<file path="config.mk">
export PLATFORM = sky130hd
export DESIGN_NAME = dct_block_scheduler
export DESIGN_NICKNAME = d
export VERILOG_FILES = /design/src/rtl/dct_block_scheduler.sv
export SDC_FILE = /design/constraint.sdc
export NUM_CORES = 1
export LEC_CHECK = 0
export CAP_MARGIN = 20
export CELL_PAD_IN_SITES_DETAIL_PLACEMENT = 0
export CELL_PAD_IN_SITES_GLOBAL_PLACEMENT = 2
export CORE_MARGIN = 4
export CORE_UTILIZATION = 15
export DETAILED_ROUTE_END_ITERATION = 10
export PLACE_DENSITY_LB_ADDON = 0.1
export SYNTH_ARGS = -nofsm -noshare
export SYNTH_HDL_FRONTEND = slang
export SYNTH_SLANG_ARGS = --single-unit
</file>
<file path="constraint.sdc">
create_clock -name clk_i -period 2.8 [get_ports clk_i]
set_clock_uncertainty 0.05 [all_clocks]
set_input_delay 0.56 -clock clk_i [delete_from_list [all_inputs] [get_ports clk_i]]
set_output_delay 0.56 -clock clk_i [all_outputs]
set_load 0.01 [all_outputs]
</file>
<file path="src/rtl/dct_block_scheduler.sv">
// dct_block_scheduler: shares one 2D DCT pipeline between N_REQ requesters.
// Each requester sends an 8x8 block as 8 row beats. Requesters are granted
// round-robin, one whole block at a time. Every block is tagged with its
// requester index, and at most MAX_INFLIGHT blocks may be inside the DCT.
// Completion tags are returned in issue order.
//
// Ports:
//   clk_i, rst_i        clock, asynchronous active-low reset
//   s_tdata_i           per-requester row data, requester k in slice k
//   s_tvalid_i          per-requester valid
//   s_tlast_i           per-requester last (checked only)
//   s_tready_o          per-requester ready (combinational from m_tready_i)
//   m_tdata_o           row to the DCT
//   m_tvalid_o          valid to the DCT
//   m_tlast_o           last row of a block
//   m_tid_o             tag of the current block
//   m_tready_i          ready from the DCT
//   blk_done_i          DCT output side finished one block
//   done_vld_o          completed-tag valid pulse
//   done_tid_o          completed tag
//   credits_o           free in-flight slots
//   err_o               sticky errors: [0] tlast mismatch, [1] done underflow
module dct_block_scheduler #(
  parameter int unsigned PX_WIDTH     = 8,
  parameter int unsigned N_REQ        = 3,
  parameter int unsigned MAX_INFLIGHT = 4,
  localparam int unsigned TID_W       = (N_REQ > 1) ? $clog2(N_REQ) : 1,
  localparam int unsigned CRD_W       = $clog2(MAX_INFLIGHT + 1)
) (
  input  logic                        clk_i,
  input  logic                        rst_i,
  input  logic [N_REQ*PX_WIDTH*8-1:0] s_tdata_i,
  input  logic [N_REQ-1:0]            s_tvalid_i,
  input  logic [N_REQ-1:0]            s_tlast_i,
  output logic [N_REQ-1:0]            s_tready_o,
  output logic [PX_WIDTH*8-1:0]       m_tdata_o,
  output logic                        m_tvalid_o,
  input  logic                        m_tready_i,
  output logic                        m_tlast_o,
  output logic [TID_W-1:0]            m_tid_o,
  input  logic                        blk_done_i,
  output logic                        done_vld_o,
  output logic [TID_W-1:0]            done_tid_o,
  output logic [CRD_W-1:0]            credits_o,
  output logic [1:0]                  err_o
);

  localparam int unsigned ROW_W = PX_WIDTH * 8;
  localparam int unsigned PTR_W = (MAX_INFLIGHT > 1) ? $clog2(MAX_INFLIGHT) : 1;

  typedef enum logic {S_IDLE, S_BUSY} state_t;

  state_t           r_state, w_state_nxt;
  logic [TID_W-1:0] r_grant, w_grant_nxt;
  logic [TID_W-1:0] r_rr_ptr, w_rr_ptr_nxt;
  logic [2:0]       r_row_cnt, w_row_cnt_nxt;
  logic [1:0]       r_err, w_err_nxt;
  logic [CRD_W-1:0] r_credits;
  logic [PTR_W-1:0] r_wr_ptr, r_rd_ptr;
  logic [TID_W-1:0] r_fifo [MAX_INFLIGHT];
  logic             r_done_vld;
  logic [TID_W-1:0] r_done_tid;

  logic [ROW_W-1:0] w_sel_data;
  logic             w_sel_valid, w_sel_last;
  logic [TID_W-1:0] w_pick, w_grant_inc;
  logic             w_busy, w_push, w_pop, w_empty, w_hs, w_row_last;
  int               w_idx;

  // Lane of the currently granted requester
  always_comb begin
    w_sel_data  = '0;
    w_sel_valid = 1'b0;
    w_sel_last  = 1'b0;
    for (int k = 0; k < int'(N_REQ); k++) begin
      if (r_grant == TID_W'(k)) begin
        w_sel_data  = s_tdata_i[k*ROW_W +: ROW_W];
        w_sel_valid = s_tvalid_i[k];
        w_sel_last  = s_tlast_i[k];
      end
    end
  end

  // Round-robin pick: walk offsets high to low so the smallest offset wins
  always_comb begin
    w_pick = r_rr_ptr;
    w_idx  = 0;
    for (int i = int'(N_REQ) - 1; i >= 0; i--) begin
      w_idx = int'(r_rr_ptr) + i;
      if (w_idx >= int'(N_REQ)) w_idx = w_idx - int'(N_REQ);
      for (int k = 0; k < int'(N_REQ); k++) begin
        if ((k == w_idx) && s_tvalid_i[k]) w_pick = TID_W'(k);
      end
    end
  end

  assign w_grant_inc = (r_grant == TID_W'(N_REQ - 1)) ? '0 : r_grant + TID_W'(1);
  assign w_busy      = (r_state == S_BUSY);
  assign w_row_last  = (r_row_cnt == 3'd7);
  assign w_empty     = (r_credits == CRD_W'(MAX_INFLIGHT));
  assign w_push      = (r_state == S_IDLE) && (r_credits != '0) && (|s_tvalid_i);
  assign w_pop       = blk_done_i && !w_empty;
  assign w_hs        = w_busy && w_sel_valid && m_tready_i;

  // Next-state and sticky error logic
  always_comb begin
    w_state_nxt   = r_state;
    w_grant_nxt   = r_grant;
    w_rr_ptr_nxt  = r_rr_ptr;
    w_row_cnt_nxt = r_row_cnt;
    w_err_nxt     = r_err;
    case (r_state)
      S_IDLE: begin
        if (w_push) begin
          w_grant_nxt = w_pick;
          w_state_nxt = S_BUSY;
        end
      end
      S_BUSY: begin
        if (w_hs) begin
          if (w_sel_last != w_row_last) w_err_nxt[0] = 1'b1;
          if (w_row_last) begin
            w_row_cnt_nxt = 3'd0;
            w_rr_ptr_nxt  = w_grant_inc;
            w_state_nxt   = S_IDLE;
          end else begin
            w_row_cnt_nxt = r_row_cnt + 3'd1;
          end
        end
      end
      default: w_state_nxt = S_IDLE;
    endcase
    if (blk_done_i && w_empty) w_err_nxt[1] = 1'b1;
  end

  // FSM state register
  always_ff @(posedge clk_i or negedge rst_i) begin
    if (!rst_i) begin
      r_state   <= S_IDLE;
      r_grant   <= '0;
      r_rr_ptr  <= '0;
      r_row_cnt <= 3'd0;
      r_err     <= 2'b00;
    end else begin
      r_state   <= w_state_nxt;
      r_grant   <= w_grant_nxt;
      r_rr_ptr  <= w_rr_ptr_nxt;
      r_row_cnt <= w_row_cnt_nxt;
      r_err     <= w_err_nxt;
    end
  end

  // Credits, tag FIFO pointers and completion output
  always_ff @(posedge clk_i or negedge rst_i) begin
    if (!rst_i) begin
      r_credits  <= CRD_W'(MAX_INFLIGHT);
      r_wr_ptr   <= '0;
      r_rd_ptr   <= '0;
      r_done_vld <= 1'b0;
      r_done_tid <= '0;
    end else begin
      if (w_push) r_wr_ptr <= (r_wr_ptr == PTR_W'(MAX_INFLIGHT - 1)) ? '0 : r_wr_ptr + PTR_W'(1);
      if (w_pop)  r_rd_ptr <= (r_rd_ptr == PTR_W'(MAX_INFLIGHT - 1)) ? '0 : r_rd_ptr + PTR_W'(1);
      case ({w_push, w_pop})
        2'b10:   r_credits <= r_credits - CRD_W'(1);
        2'b01:   r_credits <= r_credits + CRD_W'(1);
        default: r_credits <= r_credits;
      endcase
      r_done_vld <= w_pop;
      if (w_pop) r_done_tid <= r_fifo[r_rd_ptr];
    end
  end

  // Tag storage; contents are only meaningful between push and pop
  always_ff @(posedge clk_i) begin
    if (w_push) r_fifo[r_wr_ptr] <= w_pick;
  end

  // Data path is a pure mux while a block is granted
  always_comb begin
    s_tready_o = '0;
    for (int k = 0; k < int'(N_REQ); k++) begin
      if (w_busy && (r_grant == TID_W'(k))) s_tready_o[k] = m_tready_i;
    end
  end

  assign m_tdata_o  = w_busy ? w_sel_data : '0;
  assign m_tvalid_o = w_busy && w_sel_valid;
  assign m_tlast_o  = w_busy && w_row_last;
  assign m_tid_o    = r_grant;
  assign done_vld_o = r_done_vld;
  assign done_tid_o = r_done_tid;
  assign credits_o  = r_credits;
  assign err_o      = r_err;

endmodule

</file>
==> metrics.cfg <==
[setup_path]
cp_max_fo = 20
start_kind = register
reg2reg_from = r_rr_ptr[0]$_DFFE_PN0P_
critical_path_class = reg -> out
endpoint_kind = primary output
worst-path-stages = 7
path_cells = nor2b_4, buf_12, buf_16, nand2_1, o21ai_0, and2_1, clkdlybuf4s50_1
cp_num_buf_inv = 3
path_delay_family = buffers and inverters
rr_worst_depth = 6
crit_start = m_tid_o[0]$_DFFE_PN0P_
regToRegSetupSlack_ns = 0.60
endpoint = m_tdata_o[31]
arrival_ns = 2.10

[place]
place_area_um2 = 6400
port_buffers = 280

[power]
power.leakage_nw = 2.93
powerDensity_nw_per_um2 = 936

[drt]
dr.pass1.iters = 4
vias_per_cell = 4.04
drc = 0
drtAntennaViolNets = 0
drt_iter0_drc = 120
vias = 3863

[final_timing]
tightest_slew_ns = 0.703
fmax_mhz = 368
hold_violations = 0
period_needed_ns = 2.71
setup_viol = 0
hold_ws_ns = 0.431

[logic_synthesis]
yosys-stat-area_um2 = 3180
synthFlopType = dfrtp_1
yosys.stat.seqShare = 0.233
ys_types = 39
ys_cells = 402
yosysMostFrequentCell = nand2_1
topCellsByArea = mux2i_1 (21%), dfrtp_1 (15%), and2_1 (14%), o21ai_0 (11%), nand2_1 (8.4%)
top_cells_by_count = nand2_1 (71), and2_1 (69), mux2i_1 (68), o21ai_0 (68), dfrtp_1 (19)
synthesis.area_um2 = 3180
async_flop_share = 0.714
largest_area_cell = mux2i_1

[clock_network]
clk_latency_ns = 0.26
cts_num_sinks = 28
htreeDepth = 1
cts_buffers = 3
root_buffer = clkbuf_16

[global_routing]
use_met1 = 0.149
antenna_found_initial = 1
use_met3 = 0.0431
grt_pass1_vias = 4045
grt_max_degree = 55
gr-total-overflow = 0

[outcome]
status = complete, no violations

[cells_and_area]
drive_gt1_frac = 0.0691
final_common_cell = clkdlybuf4s50_1
stdcell_area_um2 = 6670
mostFrequentLayoutCells = clkdlybuf4s50_1 (237), nand2_1 (71), and2_1 (69)
fillers = 2232
synthToLayoutAreaGrowth_pct = 109

[floorplan]
rows = 53
die_h_um = 154
dieArea_um2 = 23600

[worst_hold_path]
min_path_type = reg -> reg

[run]
drv_cap = 0

-- routing by layer --
metal / vias to the layer above / share of wire / routed length [um]
li1: 1939 / - / -
met1: 1750 / 0.39 / 6330
met2: 168 / 0.52 / 8480
met3: 6 / 0.090 / 1480
met4: 0 / 0.0066 / 108
met5: - / 0 / 0
-- final cells by class --
class / count / area [um^2] / share of cell area
timing repair buffer: 304 / 3150 / 0.473
multi-input combinational: 334 / 2280 / 0.342
sequential: 28 / 748 / 0.112
tap: 275 / 344 / 0.0516
clock buffer: 3 / 75.1 / 0.0113
inverter: 10 / 37.5 / 0.00563
clock inverter: 1 / 30.0 / 0.00450
antenna: 1 / 2.50 / 0.000375
-- registers in the layout, summed over array words and instances, names as in the netlist --
name	count
r_fifo	8
credits_o	3
r_row_cnt	3
done_tid_o	2
err_o	2
m_tid_o	2
r_rd_ptr	2
r_rr_ptr	2
r_wr_ptr	2
done_vld_o	1
r_state	1
-- where the power goes --
group | total [mW] | leakage (nW) | switching [mW] | internal (mW)
Combinational | 5.03 | 2.58 | 2.32 | 2.71
Sequential | 0.789 | 0.301 | 0.170 | 0.619
Clock | 0.426 | 0.0511 | 0.141 | 0.285
-- cells by family (layout without fill, tap and decap cells) --
family	after synthesis	after routing	synth area share
AND/OR/NAND/NOR	158	158	0.255
AND-OR/OR-AND	81	81	0.139
multiplexers	80	80	0.263
buffers and inverters	40	318	0.0530
flip-flops	28	28	0.233
adder cells (fa/ha/maj)	11	11	0.0456
XOR/XNOR	4	4	0.0110
other	0	1	0
-- stage by stage --
step	utilization	cells	power [mW]	setup TNS, ns
after floorplan	-	402	3.26	0
after global placement	0.305	943	5.91	-0.00615
after detailed placement	0.305	943	5.92	0
after CTS	0.313	953	6.47	-0.0701
after global routing	0.318	956	6.84	0
final	0.318	956	6.24	0
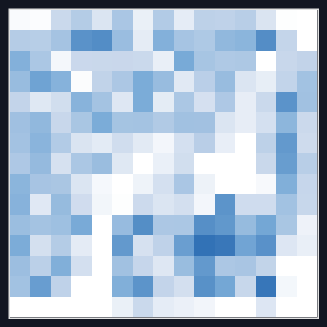
**Above:** cell area per tile.
(2 px per um) 15 x 15 tiles, from white (low) to dark blue (high), 0 to 100% covered.
The densest ninth of the die: bottom middle. 14% of the tiles are nearly empty. The fullest tile reaches 73%. The mean over all tiles is 27%. The emptiest ninth of the die: middle.
initial core utilization: 0.152
Core Region: 21000 um^2
fin util: 0.318

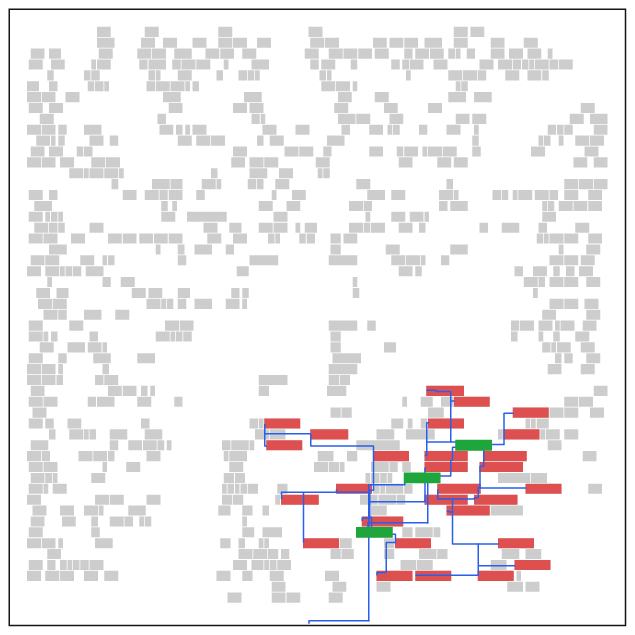
**Above:** routed clock nets over the placement.
(4 px per um)
Key: green = clock drivers [count 3]; red = flip-flops [count 28]; blue = clock wires [length 395 um]
There are 4 routed clock nets.

No activity file was given, so power comes from the tool's default toggle rates.
